<file path="config.mk">
export PLATFORM = sky130hd
export DESIGN_NAME = instruction_queue_register_flat
export DESIGN_NICKNAME = d
export VERILOG_FILES = /design/src/rtl/ir_pkg.sv /design/src/rtl/instruction_queue_register_if.sv /design/src/rtl/ir_queue_storage.sv /design/src/rtl/instruction_queue_register.sv /design/src/flat_wrapper.sv
export SDC_FILE = /design/constraint.sdc
export NUM_CORES = 1
export LEC_CHECK = 0
export CORE_ASPECT_RATIO = 0.9
export CORE_MARGIN = 2
export CORE_UTILIZATION = 55
export CTS_BUF_LIST = sky130_fd_sc_hd__clkbuf_16
export DETAILED_ROUTE_END_ITERATION = 8
export MAX_ROUTING_LAYER = met4
export PLACE_DENSITY = 0.84
export SYNTH_ARGS = -nofsm -noshare
export SYNTH_HDL_FRONTEND = slang
export SYNTH_HIERARCHICAL = 1
export SYNTH_SLANG_ARGS = --single-unit
export TNS_END_PERCENT = 5
</file>
<file path="constraint.sdc">
create_clock -name clk -period 3.65 [get_ports clk]
set_clock_uncertainty 0.1 [all_clocks]
set_input_delay 0.5475 -clock clk [delete_from_list [all_inputs] [get_ports clk]]
set_output_delay 0.5475 -clock clk [all_outputs]
set_load 0.01 [all_outputs]
</file>
<file path="src/rtl/ir_pkg.sv">
// Shared widths, opcode names and the packed instruction layout for the
// instruction queue register and its storage.
package ir_pkg;

   localparam int IR_WORD_SIZE   = 19;
   localparam int IR_OPCODE_W    = 5;
   localparam int IR_ADDR_W      = IR_WORD_SIZE - IR_OPCODE_W;
   localparam int IR_DEPTH       = 4;
   localparam int IR_NUM_OPCODES = 32;

   typedef enum logic [IR_OPCODE_W-1:0] {
      OP_NOP   = 5'h00,
      OP_LOAD  = 5'h01,
      OP_STORE = 5'h02,
      OP_ADD   = 5'h03,
      OP_SUB   = 5'h04,
      OP_AND   = 5'h05,
      OP_OR    = 5'h06,
      OP_JMP   = 5'h07,
      OP_JZ    = 5'h08,
      OP_HALT  = 5'h1F
   } opcode_t;

   typedef struct packed {
      logic [IR_OPCODE_W-1:0] opcode;
      logic [IR_ADDR_W-1:0]   operand;
   } instr_t;

endpackage

</file>
<file path="src/rtl/instruction_queue_register_if.sv">
// Fetch-side and decode-side handshake bundle of the instruction queue.
// illegal_op exists only when IR_ILLEGAL_OPCODE_CHECK_EN is defined.
interface instruction_queue_register_if #(
   parameter int WORD_SIZE = ir_pkg::IR_WORD_SIZE,
   parameter int OPCODE_W  = ir_pkg::IR_OPCODE_W,
   parameter int DEPTH     = ir_pkg::IR_DEPTH
);

   logic                          fetch_valid;
   logic                          fetch_ready;
   logic [WORD_SIZE-1:0]          fetch_instr;
   logic                          flush;
   logic                          dec_valid;
   logic                          dec_ready;
   logic [OPCODE_W-1:0]           opcode;
   logic [WORD_SIZE-OPCODE_W-1:0] operand;
   logic [$clog2(DEPTH+1)-1:0]    count;
`ifdef IR_ILLEGAL_OPCODE_CHECK_EN
   logic                          illegal_op;
`endif

   modport master (
      output fetch_valid, fetch_instr, flush, dec_ready,
`ifdef IR_ILLEGAL_OPCODE_CHECK_EN
      input  illegal_op,
`endif
      input  fetch_ready, dec_valid, opcode, operand, count
   );

   modport slave (
      input  fetch_valid, fetch_instr, flush, dec_ready,
`ifdef IR_ILLEGAL_OPCODE_CHECK_EN
      output illegal_op,
`endif
      output fetch_ready, dec_valid, opcode, operand, count
   );

endinterface

</file>
<file path="src/rtl/ir_queue_storage.sv">
// DEPTH x WORD_SIZE entry array with one write port and an asynchronous read mux.
// Entries are not reset; validity is tracked by the occupancy count in the top.
module ir_queue_storage #(
   parameter int WORD_SIZE = ir_pkg::IR_WORD_SIZE,
   parameter int DEPTH     = ir_pkg::IR_DEPTH
) (
   input  logic                       clk,
   input  logic                       we,
   input  logic [$clog2(DEPTH)-1:0]   waddr,
   input  logic [WORD_SIZE-1:0]       wdata,
   input  logic [$clog2(DEPTH)-1:0]   raddr,
   output logic [WORD_SIZE-1:0]       rdata
);

   logic [WORD_SIZE-1:0] mem [DEPTH];

   always_ff @(posedge clk) begin
      if (we) begin
         mem[waddr] <= wdata;
      end
   end

   assign rdata = mem[raddr];

endmodule

</file>
<file path="src/rtl/instruction_queue_register.sv">
// Small FIFO between fetch and decode with registered, pre-split head outputs.
// Optional macro IR_ILLEGAL_OPCODE_CHECK_EN adds the illegal_op flag.
module instruction_queue_register
   import ir_pkg::*;
#(
   parameter int WORD_SIZE   = IR_WORD_SIZE,
   parameter int OPCODE_W    = IR_OPCODE_W,
`ifdef IR_ILLEGAL_OPCODE_CHECK_EN
   parameter int NUM_OPCODES = IR_NUM_OPCODES,
`endif
   parameter int DEPTH       = IR_DEPTH
) (
   input  logic clk,
   input  logic rst_n,
   instruction_queue_register_if.slave bus
);

   localparam int ADDR_W = WORD_SIZE - OPCODE_W;
   localparam int PW     = $clog2(DEPTH);
   localparam int CW     = $clog2(DEPTH + 1);

   logic [PW-1:0]        wr_ptr;
   logic [PW-1:0]        rd_ptr;
   logic [PW-1:0]        raddr;
   logic [CW-1:0]        count_q;
   logic [CW-1:0]        count_d;
   logic                 fetch_ready_q;
   logic                 dec_valid_q;
   logic                 dec_valid_d;
   logic [WORD_SIZE-1:0] head_q;
   logic [WORD_SIZE-1:0] head_d;
   logic [WORD_SIZE-1:0] stor_rdata;
   logic                 push;
   logic                 pop;

   assign push  = bus.fetch_valid & fetch_ready_q;
   assign pop   = dec_valid_q & bus.dec_ready;
   // On a pop the head register must already hold the entry behind the current one.
   assign raddr = pop ? rd_ptr + PW'(1) : rd_ptr;

   ir_queue_storage #(
      .WORD_SIZE (WORD_SIZE),
      .DEPTH     (DEPTH)
   ) u_storage (
      .clk   (clk),
      .we    (push & ~bus.flush),
      .waddr (wr_ptr),
      .wdata (bus.fetch_instr),
      .raddr (raddr),
      .rdata (stor_rdata)
   );

   always_comb begin
      count_d     = count_q;
      head_d      = head_q;
      dec_valid_d = dec_valid_q;
      if (bus.flush) begin
         count_d     = '0;
         head_d      = '0;
         dec_valid_d = 1'b0;
      end else begin
         count_d = count_q + CW'(push) - CW'(pop);
         // Head only moves when it is consumed or when nothing is being presented.
         if (pop || !dec_valid_q) begin
            if (count_q > CW'(pop)) begin
               head_d      = stor_rdata;
               dec_valid_d = 1'b1;
            end else if (push) begin
               head_d      = bus.fetch_instr;
               dec_valid_d = 1'b1;
            end else begin
               dec_valid_d = 1'b0;
            end
         end
      end
   end

   always_ff @(posedge clk or negedge rst_n) begin
      if (!rst_n) begin
         wr_ptr        <= '0;
         rd_ptr        <= '0;
         count_q       <= '0;
         fetch_ready_q <= 1'b0;
         dec_valid_q   <= 1'b0;
         head_q        <= '0;
      end else begin
         if (bus.flush) begin
            wr_ptr <= '0;
            rd_ptr <= '0;
         end else begin
            if (push) wr_ptr <= wr_ptr + PW'(1);
            if (pop)  rd_ptr <= rd_ptr + PW'(1);
         end
         count_q       <= count_d;
         fetch_ready_q <= (count_d < CW'(DEPTH));
         dec_valid_q   <= dec_valid_d;
         head_q        <= head_d;
      end
   end

`ifdef IR_ILLEGAL_OPCODE_CHECK_EN
   logic illegal_q;

   always_ff @(posedge clk or negedge rst_n) begin
      if (!rst_n) begin
         illegal_q <= 1'b0;
      end else begin
         illegal_q <= (int'(head_d[WORD_SIZE-1 -: OPCODE_W]) >= NUM_OPCODES);
      end
   end

   assign bus.illegal_op = illegal_q & dec_valid_q;
`endif

   assign bus.fetch_ready = fetch_ready_q;
   assign bus.dec_valid   = dec_valid_q;
   assign bus.opcode      = head_q[WORD_SIZE-1 -: OPCODE_W];
   assign bus.operand     = head_q[ADDR_W-1:0];
   assign bus.count       = count_q;

endmodule

</file>
<file path="src/flat_wrapper.sv">
// flat-port wrapper written by rule: the top's interface ports become plain ports
module instruction_queue_register_flat import ir_pkg::*;
#(
   parameter int WORD_SIZE   = IR_WORD_SIZE,
   parameter int OPCODE_W    = IR_OPCODE_W,

   parameter int DEPTH       = IR_DEPTH
)
  (clk, rst_n, bus_fetch_valid, bus_fetch_instr, bus_flush, bus_dec_ready, bus_fetch_ready, bus_dec_valid, bus_opcode, bus_operand, bus_count);
  instruction_queue_register_if #(.WORD_SIZE(WORD_SIZE), .OPCODE_W(OPCODE_W), .DEPTH(DEPTH)) bus_i ();
  input  logic clk;
  input  logic rst_n;
  input wire logic [$bits(bus_i.fetch_valid)-1:0] bus_fetch_valid;
  input wire logic [$bits(bus_i.fetch_instr)-1:0] bus_fetch_instr;
  input wire logic [$bits(bus_i.flush)-1:0] bus_flush;
  input wire logic [$bits(bus_i.dec_ready)-1:0] bus_dec_ready;
  output wire logic [$bits(bus_i.fetch_ready)-1:0] bus_fetch_ready;
  output wire logic [$bits(bus_i.dec_valid)-1:0] bus_dec_valid;
  output wire logic [$bits(bus_i.opcode)-1:0] bus_opcode;
  output wire logic [$bits(bus_i.operand)-1:0] bus_operand;
  output wire logic [$bits(bus_i.count)-1:0] bus_count;
  assign bus_i.fetch_valid = bus_fetch_valid;
  assign bus_i.fetch_instr = bus_fetch_instr;
  assign bus_i.flush = bus_flush;
  assign bus_i.dec_ready = bus_dec_ready;
  assign bus_fetch_ready = bus_i.fetch_ready;
  assign bus_dec_valid = bus_i.dec_valid;
  assign bus_opcode = bus_i.opcode;
  assign bus_operand = bus_i.operand;
  assign bus_count = bus_i.count;
  instruction_queue_register #(.WORD_SIZE(WORD_SIZE), .OPCODE_W(OPCODE_W), .DEPTH(DEPTH)) u_core (.clk(clk), .rst_n(rst_n), .bus(bus_i));
endmodule
</file>
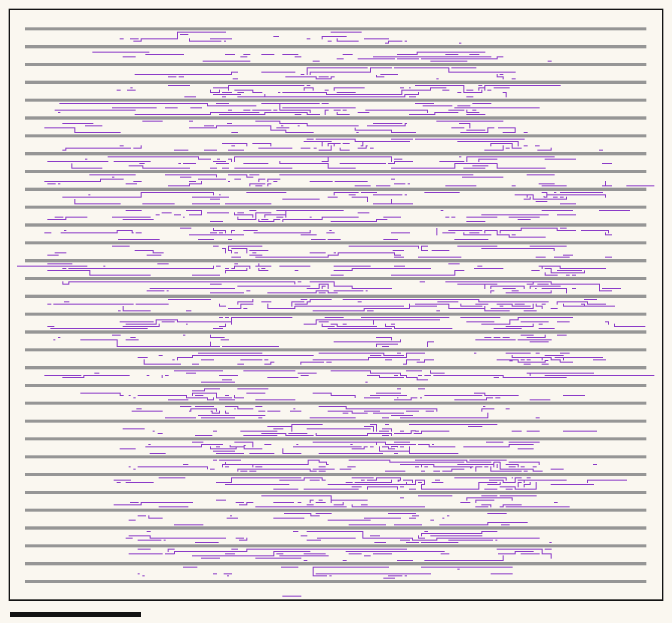
(images/layer_met1.png)
The bar under the picture is 20 um long. Supply wires on this layer in gray.
The longest straight run is 34.5 um. 326 nets have wire on it. The wires run mostly horizontal.

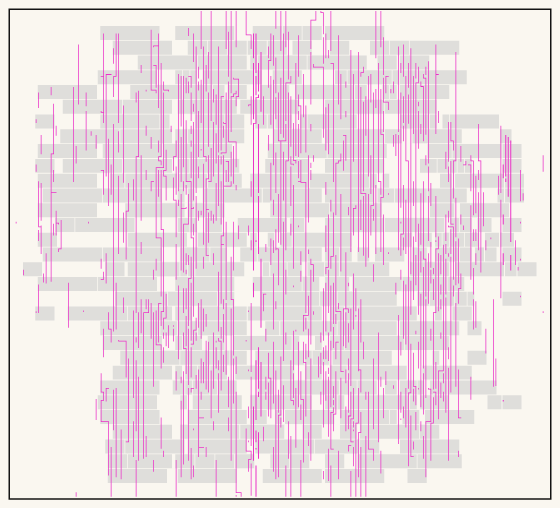
(images/layer_met2.png)
Cells faint in the background.
The wires run mostly vertical. The layer carries 4980 um of wire. The longest straight run is 41.9 um. 326 nets have wire on it. The layer holds 51% of the routed length.

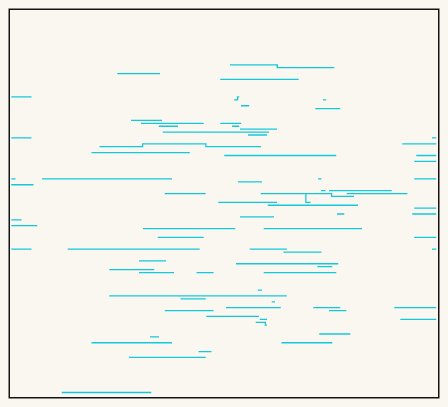
(images/layer_met3.png)
The longest straight run is 40.9 um. 48 nets have wire on it. The layer carries 788 um of wire.

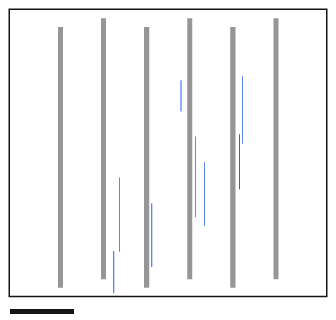
(images/layer_met4.png)
The bar under the picture is 20 um long. Supply wires on this layer in gray.
The wires run mostly vertical. The layer carries 148 um of wire. The longest straight run is 25.2 um. 6 nets have wire on it.

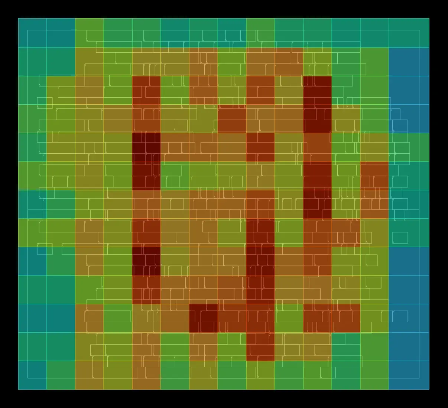
(images/congestion.png)
met1 Track Usage GR: 30.6%
grt met2 use: 37.3%
Core Util, Final: 67.3%
GR Util met3: 4.90%
Most Crowded Layer GR: met2

## through the flow
step	hold slack (ps)	setup WS, ps	instance area (um2)	instances
after detailed placement	488	882	5110	421
after global placement	470	932	5110	421
after CTS	498	1200	5380	437
final	497	1160	5380	437
after floorplan	152	494	4510	283
after global routing	526	1090	5380	437
## flip-flops by register name, indices dropped and copies added (netlist names)
register / count
u_core/u_storage/mem: 76
u_core/head_q: 19
u_core/bus.count: 3
u_core/rd_ptr: 2
u_core/wr_ptr: 2
u_core/bus.dec_valid: 1
u_core/bus.fetch_ready: 1
## logic make-up after synthesis
kind of cell	synth area share, %
adders and majority gates	0.999
buffers and inverters	3.25
xor gates and xnor gates	1.17
DFF	66.1
muxes	10.2
AOI/OAI and AO/OA	9.07
and+or+nand+nor	9.15
## worst paths after layout
kind / start / to / slack (ps)
min in group clk: u_core/head_q[17] / u_core/head_q[17] / 500
worst max-delay path: bus_dec_ready / u_core/head_q[5] / 1160
worst min register to register: u_core/head_q[17] / u_core/head_q[17] / 500
max in group asynchronous: rst_n / u_core/head_q[15] / 2650
worst min-delay path: rst_n / u_core/head_q[11] / 500
worst max register to register: u_core/bus.dec_valid / u_core/head_q[5] / 1480
## where the power goes
| group | internal (mW) | switching, mW | total (mW) |
|---|---|---|---|
| sequential | 1.45 | 0.138 | 1.58 |
| combinational | 0.628 | 0.641 | 1.27 |
| clock | 0.461 | 0.421 | 0.883 |
| total | 2.53 | 1.20 | 3.74 |
## layout make-up
cell class              instances  area [um2]  area share, %
flip-flops and latches        104        2980           55.5
multi-input cells             152        1400           26.1
repair buffers                 62         583           10.8
clock buffers                   9         225           4.19
well taps                      99         124           2.30
clock inverters                 7        46.3          0.861
inverters                       4        15.0          0.279
## routing by layer
layer	share of wire [%]	global-route usage [%]	wire length (um)
met2	51	37.3	4980
met5	0	-	0
met1	39	30.6	3850
met4	1.5	9.93	148
met3	8.1	4.90	787
## cell usage after synthesis
cell type	number
edfxtp_1	76
nand2_1	42
dfrtp_1	28
and3_1	20
a221oi_1	19
buf_2	11
a311oi_2	10
mux4_2	10
a311oi_1	9
mux4_1	9
clkbuf_1	8
nor2_1	5
nor2b_1	5
inv_1	4
xnor2_1	4
and2_1	2
and3b_1	2
buf_6	2
ha_1	2
nand2_2	2
nand2b_1	2
nor3b_1	2
xor2_1	2
a31oi_1	1
buf_1	1
buf_12	1
fa_1	1
nand3_1	1
nor3_1	1
o21bai_1	1
==> flow_metrics.tcl <==
# collected from the flow reports
set metrics [dict create \
    status "finished, final reports clean" \
    ys_seq_share_pct 66.1 \
    p_leak_nw 1.97 \
    grt_first_pass_wirelength_mm 15.5 \
    slowest_delay_ps 620 \
    top_area_cell "edfxtp_1" \
    maxSlewViolCount 0 \
    drive_gt1_share_pct 16.3 \
    fill_cells 508 \
    reg2reg_depth 6 \
    slew_headroom_pct 56.0 \
    dieArea_mm2 0.00894 \
    grt-ovfl-total 0 \
    insertion_delay_ps 340 \
    yosys_warnings 6 \
    fin_crit_ps 2490 \
    cp_num_buf_inv 2 \
    cp_max_fo 20 \
    cts_hold_buffers 0 \
    finalCritPeriodShare_pct 68.2 \
    yosys-top-cells-area "edfxtp_1 51%, dfrtp_1 16%, mux4_1 5.2%" \
    antenna_found_initial 0 \
    post_cts_buffers 0 \
    start_kind "primary input" \
    worst-slew-pin-transition_ps 659 \
    drcViolationCount 0 \
    worstSetupPathType "in2reg" \
    synth.distinct_cells 30 \
    clockRootBuffer "clkbuf_16" \
    fp_util_pct 56.5 \
    ctsResizeCount 0 \
    dieHeight_um 89.9 \
    setup_viol 0 \
    cts_tree "done" \
    synth_flops 104 \
    syn-num-nets 310 \
    crit_required_ps 3740 \
]
Power figures rest on the tool's default switching activity, not on a simulated workload.
